`src/rtl/cpu_pkg.sv`:
```
// Shared LEGv8 encodings and control types for the fetch/control unit,
// the datapath and the testbench.
package cpu_pkg;

  localparam logic [9:0]  OP_ADDI  = 10'b1001000100;
  localparam logic [10:0] OP_ADDS  = 11'b10101011000;
  localparam logic [10:0] OP_SUBS  = 11'b11101011000;
  localparam logic [10:0] OP_AND   = 11'b10001010000;
  localparam logic [10:0] OP_EOR   = 11'b11001010000;
  localparam logic [10:0] OP_LDUR  = 11'b11111000010;
  localparam logic [10:0] OP_LDURB = 11'b00111000010;
  localparam logic [10:0] OP_STUR  = 11'b11111000000;
  localparam logic [10:0] OP_STURB = 11'b00111000000;
  localparam logic [8:0]  OP_MOVZ  = 9'b110100101;
  localparam logic [5:0]  OP_B     = 6'b000101;
  localparam logic [7:0]  OP_CBZ   = 8'b10110100;
  localparam logic [7:0]  OP_BCOND = 8'b01010100;

  localparam logic [3:0] COND_LT = 4'hB;

  localparam logic [3:0] SIZE_NONE  = 4'd0;
  localparam logic [3:0] SIZE_BYTE  = 4'd1;
  localparam logic [3:0] SIZE_DWORD = 4'd8;

  typedef enum logic [2:0] {
    ALU_PASS_B = 3'b000,
    ALU_ADD    = 3'b010,
    ALU_SUB    = 3'b011,
    ALU_AND    = 3'b100,
    ALU_XOR    = 3'b110
  } alu_op_e;

  typedef enum logic [1:0] {
    BR_NONE,
    BR_UNCOND,
    BR_CBZ,
    BR_LT
  } br_kind_e;

  typedef struct packed {
    logic      reg2loc;
    logic      reg_write;
    logic      mem_write;
    logic      mem_to_reg;
    logic      alu_src;
    logic      imm_sel;
    logic      shift_sel;
    logic [3:0] size;
    alu_op_e   alu_op;
    br_kind_e  br_kind;
    logic      set_flags;
    logic      illegal;
  } ctrl_t;

endpackage

```
`src/rtl/ctrl_decode.sv`:
```
// Combinational LEGv8 opcode decoder: opcode field and condition code in,
// datapath strobes, branch kind and illegal indication out.
module ctrl_decode
  import cpu_pkg::*;
(
  input  logic [10:0] opc,
  input  logic [3:0]  cond,
  output ctrl_t       ctrl
);

  always_comb begin
    // NOTE: every field gets a default up front so no path leaves a latch.
    ctrl = '0;
    if (opc[10:1] == OP_ADDI) begin
      ctrl.reg_write = 1'b1;
      ctrl.alu_src   = 1'b1;
      ctrl.imm_sel   = 1'b1;
      ctrl.alu_op    = ALU_ADD;
    end else if (opc == OP_ADDS || opc == OP_SUBS) begin
      ctrl.reg_write = 1'b1;
      ctrl.reg2loc   = 1'b1;
      ctrl.alu_op    = (opc == OP_SUBS) ? ALU_SUB : ALU_ADD;
      ctrl.set_flags = 1'b1;
    end else if (opc == OP_AND || opc == OP_EOR) begin
      ctrl.reg_write = 1'b1;
      ctrl.reg2loc   = 1'b1;
      ctrl.alu_op    = (opc == OP_EOR) ? ALU_XOR : ALU_AND;
    end else if (opc == OP_LDUR || opc == OP_LDURB) begin
      ctrl.reg_write  = 1'b1;
      ctrl.alu_src    = 1'b1;
      ctrl.mem_to_reg = 1'b1;
      ctrl.alu_op     = ALU_ADD;
      ctrl.size       = (opc == OP_LDUR) ? SIZE_DWORD : SIZE_BYTE;
    end else if (opc == OP_STUR || opc == OP_STURB) begin
      ctrl.mem_write = 1'b1;
      ctrl.alu_src   = 1'b1;
      ctrl.alu_op    = ALU_ADD;
      ctrl.size      = (opc == OP_STUR) ? SIZE_DWORD : SIZE_BYTE;
    end else if (opc[10:2] == OP_MOVZ) begin
      ctrl.reg_write = 1'b1;
      ctrl.alu_src   = 1'b1;
      ctrl.shift_sel = 1'b1;
      ctrl.alu_op    = ALU_PASS_B;
    end else if (opc[10:5] == OP_B) begin
      ctrl.br_kind = BR_UNCOND;
    end else if (opc[10:3] == OP_CBZ) begin
      ctrl.br_kind = BR_CBZ;
      ctrl.alu_op  = ALU_PASS_B;
    end else if (opc[10:3] == OP_BCOND) begin
      // Only B.LT is implemented; other conditions are treated as unknown.
      if (cond == COND_LT) ctrl.br_kind = BR_LT;
      else                 ctrl.illegal = 1'b1;
    end else begin
      ctrl.illegal = 1'b1;
    end
  end

endmodule

```
`src/rtl/fetch_ctrl.sv`:
```
// LEGv8 single-cycle fetch/control: PC register, instruction decode,
// NZVC flag register and next-PC selection.
module fetch_ctrl
  import cpu_pkg::*;
#(
  parameter int              PC_W     = 64,
  parameter logic [PC_W-1:0] RESET_PC = '0
) (
  input  logic            clk,
  input  logic            reset,
  output logic [PC_W-1:0] pc,
  input  logic [31:0]     instr,
  input  logic            imem_valid,
  input  logic            zero,
  input  logic            negative,
  input  logic            overflow,
  input  logic            carry_out,
  output logic [4:0]      Rd,
  output logic [4:0]      Rn,
  output logic [4:0]      Rm,
  output logic            Reg2Loc,
  output logic            RegWrite,
  output logic            MemWrite,
  output logic            MemToReg,
  output logic            ALUsrc,
  output logic            immSel,
  output logic            shiftSel,
  output logic [3:0]      LDURBsel,
  output logic [2:0]      ALUop,
  output logic [8:0]      DAddr9,
  output logic [11:0]     Imm12,
  output logic [15:0]     Imm16,
  output logic [1:0]      SHAMT,
  output logic [3:0]      flags_q,
  output logic            illegal
);

  ctrl_t           ctrl;
  logic [PC_W-1:0] pc_q, pc_d;
  logic [3:0]      flags_d;
  logic            illegal_q, illegal_d;
  logic [PC_W-1:0] b_off, c_off, target, pc_plus4;
  logic            taken;

  ctrl_decode u_decode (
    .opc  (instr[31:21]),
    .cond (instr[3:0]),
    .ctrl (ctrl)
  );

  assign Rd       = instr[4:0];
  assign Rn       = instr[9:5];
  assign Rm       = instr[20:16];
  assign DAddr9   = instr[20:12];
  assign Imm12    = instr[21:10];
  assign Imm16    = instr[20:5];
  assign SHAMT    = instr[22:21];
  assign Reg2Loc  = ctrl.reg2loc;
  assign MemToReg = ctrl.mem_to_reg;
  assign ALUsrc   = ctrl.alu_src;
  assign immSel   = ctrl.imm_sel;
  assign shiftSel = ctrl.shift_sel;
  assign LDURBsel = ctrl.size;
  assign ALUop    = ctrl.alu_op;
  // A stalled fetch must never commit register or memory writes.
  assign RegWrite = ctrl.reg_write & imem_valid;
  assign MemWrite = ctrl.mem_write & imem_valid;
  assign pc       = pc_q;
  assign illegal  = illegal_q;

  always_comb begin
    pc_plus4 = pc_q + PC_W'(4);
    b_off    = {{(PC_W-28){instr[25]}}, instr[25:0], 2'b00};
    c_off    = {{(PC_W-21){instr[23]}}, instr[23:5], 2'b00};
    target   = pc_q + ((ctrl.br_kind == BR_UNCOND) ? b_off : c_off);
    unique case (ctrl.br_kind)
      BR_UNCOND: taken = 1'b1;
      BR_CBZ:    taken = zero;
      BR_LT:     taken = flags_q[3] ^ flags_q[1];
      default:   taken = 1'b0;
    endcase

    pc_d      = pc_q;
    flags_d   = flags_q;
    illegal_d = illegal_q;
    if (imem_valid) begin
      pc_d = taken ? target : pc_plus4;
      if (ctrl.set_flags) flags_d = {negative, zero, overflow, carry_out};
      if (ctrl.illegal)   illegal_d = 1'b1;
    end
  end

  // NOTE: state registers use non-blocking assignments so every flop samples
  // pre-edge values; blocking here would create order-dependent behaviour.
  always_ff @(posedge clk) begin
    if (reset) begin
      pc_q      <= RESET_PC;
      flags_q   <= 4'b0000;
      illegal_q <= 1'b0;
    end else begin
      pc_q      <= pc_d;
      flags_q   <= flags_d;
      illegal_q <= illegal_d;
    end
  end

endmodule

```
`config.mk`:
```
export PLATFORM = sky130hd
export DESIGN_NAME = fetch_ctrl
export DESIGN_NICKNAME = d
export VERILOG_FILES = /design/src/rtl/cpu_pkg.sv /design/src/rtl/ctrl_decode.sv /design/src/rtl/fetch_ctrl.sv
export SDC_FILE = /design/constraint.sdc
export NUM_CORES = 1
export LEC_CHECK = 0
export CORE_ASPECT_RATIO = 1.4
export CORE_MARGIN = 1
export CORE_UTILIZATION = 56
export DETAILED_ROUTE_END_ITERATION = 10
export PLACE_DENSITY = 0.86
export SLEW_MARGIN = 20
export SYNTH_ARGS = -nofsm -noshare
export SYNTH_HDL_FRONTEND = slang
export SYNTH_HIERARCHICAL = 1
export SYNTH_SLANG_ARGS = --single-unit
```
`constraint.sdc`:
```
create_clock -name clk -period 9.2 [get_ports clk]
set_input_delay 1.84 -clock clk [delete_from_list [all_inputs] [get_ports clk]]
set_output_delay 1.84 -clock clk [all_outputs]
set_load 0.01 [all_outputs]
```
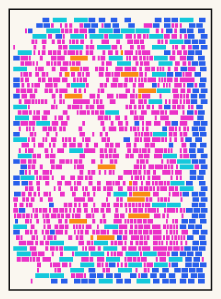
placement_by_type.png
(2 px per um)
sequential cells: drawn in cyan, cells 67, share of their area 15%. combinational and other logic: drawn in magenta, cells 890, share of their area 62%. clock drivers and dummy loads: drawn in orange, cells 16, share of their area 3.3%. remaining buffers and delay cells: drawn in blue, cells 180, share of their area 20%.

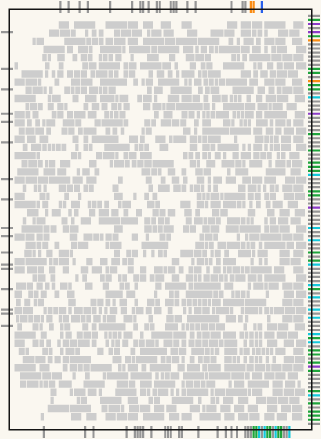
io_placement.png
(3 px per um) Pins as bars across the die edge, other pins in gray.
flags_q: drawn in orange, pins 4, direction output, edge 2 east, 2 north. zero: drawn in blue, pins 1, direction input, edge north. Rm: drawn in purple, pins 5, direction output, edge east. Imm16: drawn in cyan, pins 16, direction output, edge 12 east, 4 south. instr: drawn in green, pins 32, direction input, edge 26 east, 6 south.
All pins by edge: 101 east, 36 south, 22 north, 17 west.

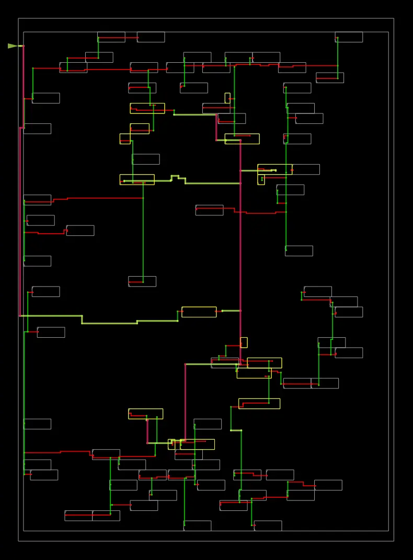
clocks.png
CLK BUF: 11
worst skew pair latency: 0.35 ns
total CTS buffers: 9

==> ci_impl_report.md <==
## Implementation flow summary

| Metric | Value |
|---|---|
| Root buffer cell | `sky130_fd_sc_hd__clkbuf_16` |
| Vertical extent of the die | `140 um` |
| Combinational gate power | `about 0.00013 W` |
| Switching fraction of total power | `0.274` |
| Most area-hungry cell type in the Yosys netlist | `sky130_fd_sc_hd__dfxtp_1` |
| Sequential share of cell area | `0.147` |
| Portion of total power attributed to sequential cells | `0.381` |
| Finished Cell Area | `around 9000 um^2` |
| Flip-flop count of the largest register, all copies and words added | `roughly 62` |
| Type of the tightest min-delay check | `flip-flop to flip-flop` |
| Setup Slack @ Placement | `roughly 1.2 ns` |
| Flop and latch count out of synthesis | `67` |
| Shortest clock period the worst path allows after layout | `7.71 ns` |
| Worst Slack Setup Final | `1.49 ns` |
| Worst Path Arrival | `7.95 ns` |
| Number of antenna violations at the first check in global routing | `0` |
| Largest delay contributor family on the critical path | `AND-OR/OR-AND gates` |
| Count of nets left with antenna violations after detail routing | `0` |
| Number of well taps | `between 150 and 200` |
| Run status | `completed` |
| Portion of total power attributed to combinational logic | `0.161` |
| Number of cells produced by synthesis | `1090` |
| Routability congestion estimate | `1.04` |
| Max clock buf depth | `2` |
| DR WL met2 | `13500 um` |
| Met1 layer usage reported by global route | `0.406` |
| Mapped cell area | `7580 um^2` |
| Portion of the post-synthesis area used by sequential elements | `0.177` |
| Slowest Stage Delay on Critical Path | `0.63 ns` |
| Util after Layout | `0.702` |
| Share of final layout cell area taken by non-clock buffers | `0.195` |
| Worst relative slew slack | `0.258` |
| CP cell instances | `clkdlybuf4s50_1 > nor4bb_1 > nand4_1 > o21ai_0 > nor2b_1 > buf_4 > nand2_1 > a21oi_1 > ha_1 > and2_1 > a221o_1 > o211ai_1 > a21oi_1 > o21ai_1 > o211ai_1 > a32oi_1 > mux2_2` |
| Maximum fanout encountered on the critical timing path | `17` |
| Synthesis area per yosys | `7580 um^2` |
| I/O pin count | `between 150 and 200` |
| Clock Power Share | `0.458` |
| Maximum achievable frequency | `about 0.13 GHz` |
| And-or/or-and share of the synthesized area | `0.235` |
| Met3 wire length | `2130 um` |
| Setup repair after global routing missed its margin | `no` |
| Critical path launch point type | `input pin` |
| # rows | `49` |
| Relative area change from synthesis to final layout | `20.3%` |
| Largest contributor to cell area by class | `combinational gates` |
| Top cell type's share of synthesized area | `0.177` |
| Commonest Layout Cell | `sky130_fd_sc_hd__clkdlybuf4s50_1` |
| Maximum resistive drop on vdd | `about 72 uV` |
| Number of enable-type register cells in the synthesized netlist | `0` |
| Area of the chip | `14000 um^2` |
| Count of routing violations after the opening detailed-route iteration | `714` |
| Number of hold violations in the final report | `0` |
| Area of the placeable core | `roughly 13000 um^2` |
| Leading cell types in the layout, fill and taps excluded | `sky130_fd_sc_hd__clkdlybuf4s50_1 (170), sky130_fd_sc_hd__nand2_1 (124), sky130_fd_sc_hd__nor2_1 (106)` |
| Multi-input gate share of total cell area | `0.595` |
| Ys flop type | `sky130_fd_sc_hd__dfxtp_1` |
| Cell with the largest stage delay on the worst path | `sky130_fd_sc_hd__o21ai_1` |
| Yosys stat cell total | `1090` |
| Antenna diode instance count | `0` |
| Final-stage net count | `1214` |
| Global-route wire length before repair | `42800 um` |
| Number of resized instances in the post-cts repair step | `0` |
| Chip Width | `100 um` |
| Post-Synth XOR/XNOR Area | `0.0312` |
| Maxcap violations | `0` |
| Floorplan core density | `0.583` |
| Uppermost signal routing layer after detailed routing | `met4` |
| Post-DP HPWL | `20100 um` |
| Via count of the first global-routing pass | `8299` |
| Fin Clk Skew | `0.00847 ns` |
| Cell internal power dissipation | `0.000567 W` |
| Worst Path Buf+Inv | `2` |
| Crit path capture type | `flip-flop` |
| Post-synthesis cell type with the largest instance count | `sky130_fd_sc_hd__nand2_1` |
| Highest-power group | `the clock network` |
| Final setup viols | `0` |
| Stage-log warning count | `26` |
| Multi-input combinational cell count | `875` |
| Largest cells by area | `sky130_fd_sc_hd__dfxtp_1 (18%), sky130_fd_sc_hd__nand2_1 (6.1%), sky130_fd_sc_hd__buf_4 (5.9%)` |
| Dpl cell area | `8820 um^2` |
| Number of port buffers | `roughly 170` |
| Wire length on met1 | `9670 um` |
| Post-CTS setup buffers | `0` |
| Area fraction in and, or, nand and nor cells | `0.348` |
| Average footprint of a synthesized cell | `6.95 um^2` |
| Maximum number of pins on one net before global-route repair | `~48` |
| Switching power summed over all nets | `between 0.0002 and 0.00025 W` |
| Non-clock buffer count in the final layout | `around 180` |
| Mux share of post-synthesis cell area | `0.0556` |
| Reg clk slew, reported paths | `0.06 ns` |
| Power of the sequential group | `~0.00030 W` |
| Kind of critical path | `input pin to flip-flop` |
| Most used routing layer in global routing | `met2` |
| Summed negative setup slack over all endpoints | `0 ns` |
| Layout sequential cell count | `between 60 and 70` |
| Vias per inst | `6.64` |
| Remaining global-route overflow | `0` |
| Async SR Flop Fraction | `0` |
| Static Leak | `3.55 nW` |
| Adder-cell area share of the yosys netlist | `0.0456` |
| Number of buffers inserted by hold repair at cts | `0` |
| Mean routed wirelength per cell | `20.6 um` |
| Clock Power | `0.000357 W` |
| GR met3 Demand/Resource | `0.0713` |
| Vias | `about 8800` |
| Post-detailed-route DRC marker count | `0` |
| TritonCTS clock tree | `built` |
| Power density over cell area | `85.6 nW/um^2` |
| Period Utilization, post-route | `0.838` |
| Initial DRT Pass Iterations | `5` |
| Fraction of final layout cells with drive strength greater than 1 | `0.0607` |
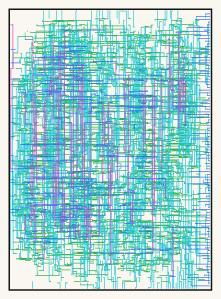
wires.png
(2 px per um)
metal 2: drawn in cyan, wire length 13500 um. metal 3: drawn in blue, wire length 2130 um. metal 1: drawn in green, wire length 9670 um. metal 4: drawn in magenta, wire length 2050 um.

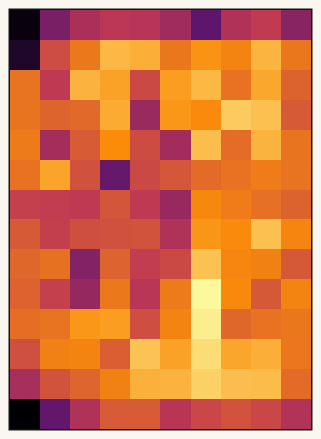
cell_density.png
(3 px per um) The die is cut into 10 by 14 equal tiles; black is low, pale yellow is high, 0 to 100% covered.
The mean over all tiles is 64%. 0.70% of the tiles are nearly empty. The fullest tile reaches 99%. 24% of the tiles are over 75% full.

[path summary, 6_finish.rpt]
check | start | endpoint | slack (ns) | cells past startpoint
max | instr[31] | pc[51] | 1.49 | 17
min reg2reg | flags_q[2] | flags_q[2] | 0.46 | 2
min | flags_q[2] | flags_q[2] | 0.46 | 2
max reg2reg | flags_q[3] | pc[41] | 4.55 | 13
[per-stage QoR]
step	std cells	hold slack (ns)
detailed placement	1315	0.456
global placement	1315	0.443
floorplan	1092	0.481
global route	1331	0.486
finish	1331	0.463
CTS	1331	0.464
[worst register-to-register path, delay by kind of cell, from the launching register on]
kind	cells	cell delay (ns)
xor+xnor	1	0.38
buf+inv	1	0.33
simple gates	2	0.35
compound gates	8	2.80
flops	1	0.33
fa+ha+maj	1	0.39
No activity file was given, so power comes from the tool's default toggle rates.
